## config.mk

```make
export PLATFORM = sky130hd
export DESIGN_NAME = body_mem_loader
export DESIGN_NICKNAME = d
export VERILOG_FILES = /design/src/rtl/nbody_pkg.sv /design/src/rtl/body_mem_loader_packer.sv /design/src/rtl/body_mem_loader.sv
export SDC_FILE = /design/constraint.sdc
export NUM_CORES = 1
export LEC_CHECK = 0
export CAP_MARGIN = 40
export CORE_MARGIN = 3
export CORE_UTILIZATION = 52
export CTS_CLUSTER_SIZE = 25
export DETAILED_ROUTE_END_ITERATION = 12
export GPL_ROUTABILITY_DRIVEN = 0
export PLACE_DENSITY = 0.9
export SETUP_SLACK_MARGIN = 0.1
export SYNTH_ARGS = -nofsm -noshare
export SYNTH_HDL_FRONTEND = slang
export SYNTH_HIERARCHICAL = 1
export SYNTH_SLANG_ARGS = --single-unit
```

## constraint.sdc

```tcl
create_clock -name clk -period 6.9 [get_ports clk]
set_clock_uncertainty 0.1 [all_clocks]
set_input_delay 1.38 -clock clk [delete_from_list [all_inputs] [get_ports clk]]
set_output_delay 1.38 -clock clk [all_outputs]
set_load 0.005 [all_outputs]
```

## src/rtl/nbody_pkg.sv

```systemverilog
// Shared types and constants for the N-body body-state memory path.
// A body record is five signed 16-bit fixed-point fields packed into 80 bits.
package nbody_pkg;

  localparam int REC_W  = 80;
  localparam int HW_W   = 16;
  localparam int BEATS  = REC_W / HW_W;
  localparam int BEAT_W = 3;

  typedef struct packed {
    logic signed [HW_W-1:0] x;
    logic signed [HW_W-1:0] y;
    logic signed [HW_W-1:0] vx;
    logic signed [HW_W-1:0] vy;
    logic signed [HW_W-1:0] mass;
  } body_rec_t;

  typedef enum logic [1:0] {
    IDLE  = 2'd0,
    LOAD  = 2'd1,
    FLUSH = 2'd2,
    DONE  = 2'd3
  } state_e;

endpackage

```

## src/rtl/body_mem_loader_packer.sv

```systemverilog
// Gathers five halfwords (MSB halfword first) into one body record.
// rec_valid is combinational and marks the transfer that completes a record.
module halfword_packer
  import nbody_pkg::*;
(
  input  logic            clk,
  input  logic            reset,
  input  logic [HW_W-1:0] in_data,
  input  logic            in_fire,
  output logic            rec_valid,
  output body_rec_t       record
);

  logic [BEAT_W-1:0] beat_q, beat_d;
  logic [REC_W-1:0]  shift_q, shift_d;

  always_comb begin
    beat_d  = beat_q;
    shift_d = shift_q;
    if (in_fire) begin
      shift_d = {shift_q[REC_W-HW_W-1:0], in_data};
      beat_d  = (beat_q == BEAT_W'(BEATS - 1)) ? '0 : beat_q + BEAT_W'(1);
    end
  end

  // The completing beat is not registered yet, so it is spliced in here.
  assign rec_valid = in_fire && (beat_q == BEAT_W'(BEATS - 1));
  assign record    = body_rec_t'({shift_q[REC_W-HW_W-1:0], in_data});

  always_ff @(posedge clk or negedge reset) begin
    if (!reset) begin
      beat_q  <= '0;
      shift_q <= '0;
    end else begin
      beat_q  <= beat_d;
      shift_q <= shift_d;
    end
  end

endmodule

```

## src/rtl/body_mem_loader.sv

```systemverilog
// Fills the body-state BRAM write port with N packed records from a halfword
// stream, starting at a latched base address, then pulses done.
module body_mem_loader
  import nbody_pkg::*;
#(
  parameter int N      = 2,
  parameter int ADDR_W = 15
) (
  input  logic              clk,
  input  logic              reset,
  input  logic              start,
  input  logic [ADDR_W-1:0] base_addr,
  input  logic [HW_W-1:0]   in_data,
  input  logic              in_valid,
  output logic              in_ready,
  output logic [ADDR_W-1:0] wraddress,
  output logic [REC_W-1:0]  data,
  output logic              wren,
  output logic              busy,
  output logic              done,
  output state_e            state_dbg
);

  localparam int CNT_W = (N > 1) ? $clog2(N) : 1;
  localparam logic [CNT_W-1:0] LAST_REC = CNT_W'((N > 0) ? N - 1 : 0);

  state_e            state_q, state_d;
  logic [ADDR_W-1:0] addr_q, addr_d;
  logic [CNT_W-1:0]  rec_cnt_q, rec_cnt_d;
  logic              wren_q, wren_d;
  logic [REC_W-1:0]  data_q, data_d;
  logic [ADDR_W-1:0] wraddress_q, wraddress_d;

  logic      in_fire;
  logic      rec_valid;
  body_rec_t record;

  // Handshake: a halfword moves on a cycle where in_valid && in_ready; in_ready
  // depends only on state, and in_valid without in_ready leaves everything as is.
  assign in_ready = (state_q == LOAD);
  assign in_fire  = in_valid && in_ready;

  halfword_packer u_packer (
    .clk       (clk),
    .reset     (reset),
    .in_data   (in_data),
    .in_fire   (in_fire),
    .rec_valid (rec_valid),
    .record    (record)
  );

  always_comb begin
    state_d     = state_q;
    addr_d      = addr_q;
    rec_cnt_d   = rec_cnt_q;
    wren_d      = 1'b0;
    data_d      = data_q;
    wraddress_d = wraddress_q;
    case (state_q)
      IDLE: begin
        if (start) begin
          addr_d    = base_addr;
          rec_cnt_d = '0;
          state_d   = (N == 0) ? DONE : LOAD;
        end
      end
      LOAD: begin
        if (rec_valid) begin
          wren_d      = 1'b1;
          data_d      = record;
          wraddress_d = addr_q;
          addr_d      = addr_q + ADDR_W'(1);
          if (rec_cnt_q == LAST_REC) begin
            rec_cnt_d = '0;
            state_d   = FLUSH;
          end else begin
            rec_cnt_d = rec_cnt_q + CNT_W'(1);
          end
        end
      end
      // The final record's write cycle; the stream is already closed.
      FLUSH:   state_d = DONE;
      DONE:    state_d = IDLE;
      default: state_d = IDLE;
    endcase
  end

  always_ff @(posedge clk or negedge reset) begin
    if (!reset) begin
      state_q     <= IDLE;
      addr_q      <= '0;
      rec_cnt_q   <= '0;
      wren_q      <= 1'b0;
      data_q      <= '0;
      wraddress_q <= '0;
    end else begin
      state_q     <= state_d;
      addr_q      <= addr_d;
      rec_cnt_q   <= rec_cnt_d;
      wren_q      <= wren_d;
      data_q      <= data_d;
      wraddress_q <= wraddress_d;
    end
  end

  assign wren      = wren_q;
  assign data      = data_q;
  assign wraddress = wraddress_q;
  assign busy      = (state_q == LOAD) || (state_q == FLUSH);
  assign done      = (state_q == DONE);
  assign state_dbg = state_q;

endmodule

```

Figure 1. Clock network drawn from the DEF.
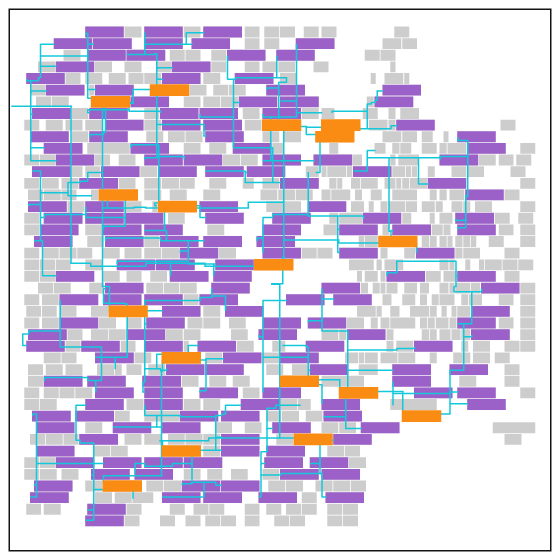
- clock wires: cyan (length 1910 µm)
- clock drivers: orange (count 17)
- flip-flops: purple (count 181)
- flops lie: all over the die

Figure 2. Cell classes on the final placement.
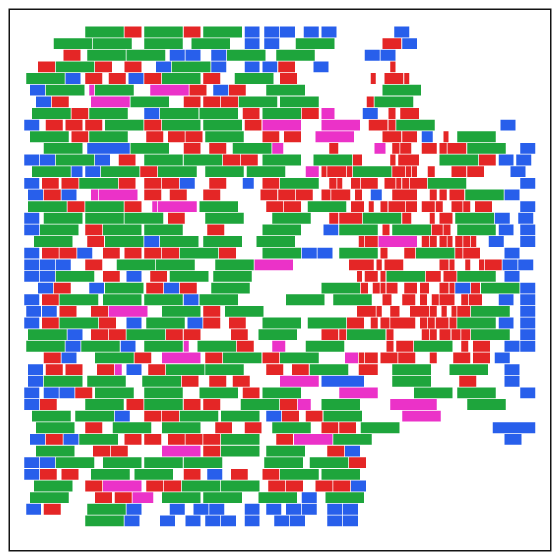
- clock drivers and dummy loads: magenta (cells 31)
- combinational and other logic: red (cells 287)
- sequential cells: green (cells 181)
- remaining buffers and delay cells: blue (cells 142)

Figure 3. Clock nets.
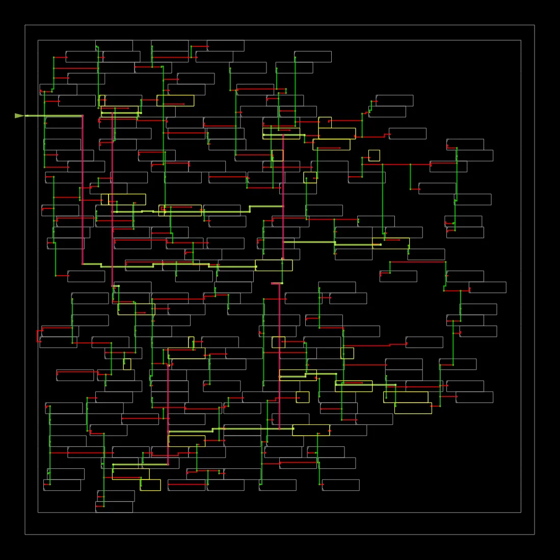
Late-Pin Clk Latency: 420 ps
clock buffers: 21
Clock group: 0.906 mW

Figure 4. Cell sizes after repair.
The bar under the picture is 50 µm long.
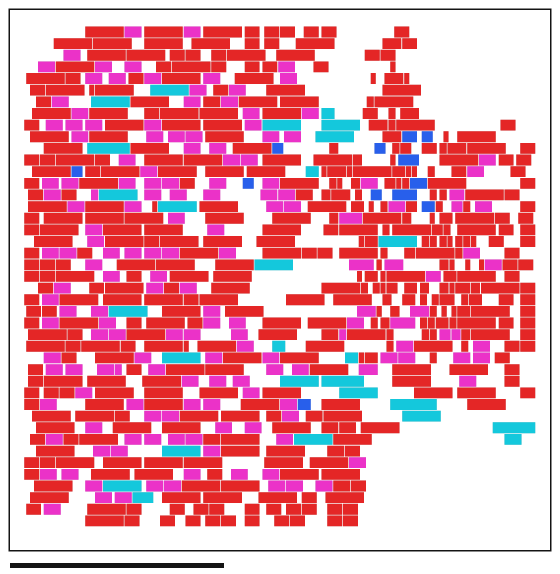
- _6 and larger: cyan (cells 27; share 4.2%; most used clkbuf_16)
- _3 and _4 cells: blue (cells 12; share 1.9%; most used buf_4)
- _2 cells: magenta (cells 165; share 26%; most used mux2_2)
- _0 and _1 cells: red (cells 437; share 68%; most used dfrtp_1)
setup ws final: 3260 ps
Non-CTS buffers: 142
synth-to-layout area growth: 25.6%
fin area: 0.00943 mm²

==> impl_metrics.tcl <==
# implementation run metrics
set metrics [dict create \
    edf_count 0 \
    power_density_mw_per_mm2 431 \
    comb_area_mm2 0.00264 \
    dr.pass1.iters 5 \
    fp_util_pct 53.7 \
    topCellsByArea "dfrtp_1 (60%), mux2_2 (22%), buf_4 (2.6%), buf_6 (1.3%), mux2_1 (1.3%)" \
    cp_slowest_stage_delay_ps 600 \
    cp-startpoint "state_dbg[1]" \
    vias 4559 \
    xor_share_pct 0 \
    pwr-share-seq_pct 44.9 \
    wl_met1_um 6470 \
    fillers 959 \
    grtUsageMet3_pct 6.87 \
    clk_pin_slew_ps 60 \
    synth_flops 181 \
    nonClkBufAreaFrac_pct 15.5 \
    flop-count 181 \
    pg_comb_mw 1.33 \
    synth_area_per_cell_um2 14.8 \
    top_area_share_pct 60.3 \
    crit_fanout 39 \
    min_period_ps 3640 \
    clk_share_pct 5.82 \
    power_mw 4.07 \
    slew_viol_final 0 \
    path_delay_family "buffers and inverters" \
    most-common-layout-cells "dfrtp_1 (181), mux2_2 (150), clkdlybuf4s50_1 (134)" \
    async_flop_share_pct 100 \
    crit_end "in_ready" \
    gr-usage-met2_pct 32.3 \
    required_ps 5420 \
    dpl.cell_count 790 \
    synthAdderAreaFrac_pct 1.33 \
    cts-resized-gates 0 \
    warnings 33 \
    synthAoiAreaFrac_pct 5.16 \
    reg2reg_slack_ps 3950 \
    htreeDepth 4 \
    comb.multi_input.count 280 \
    numPortBuffers 135 \
    final-hold-violation-count 0 \
    status "finished clean" \
]
Power is estimated from default activity; no workload was simulated.
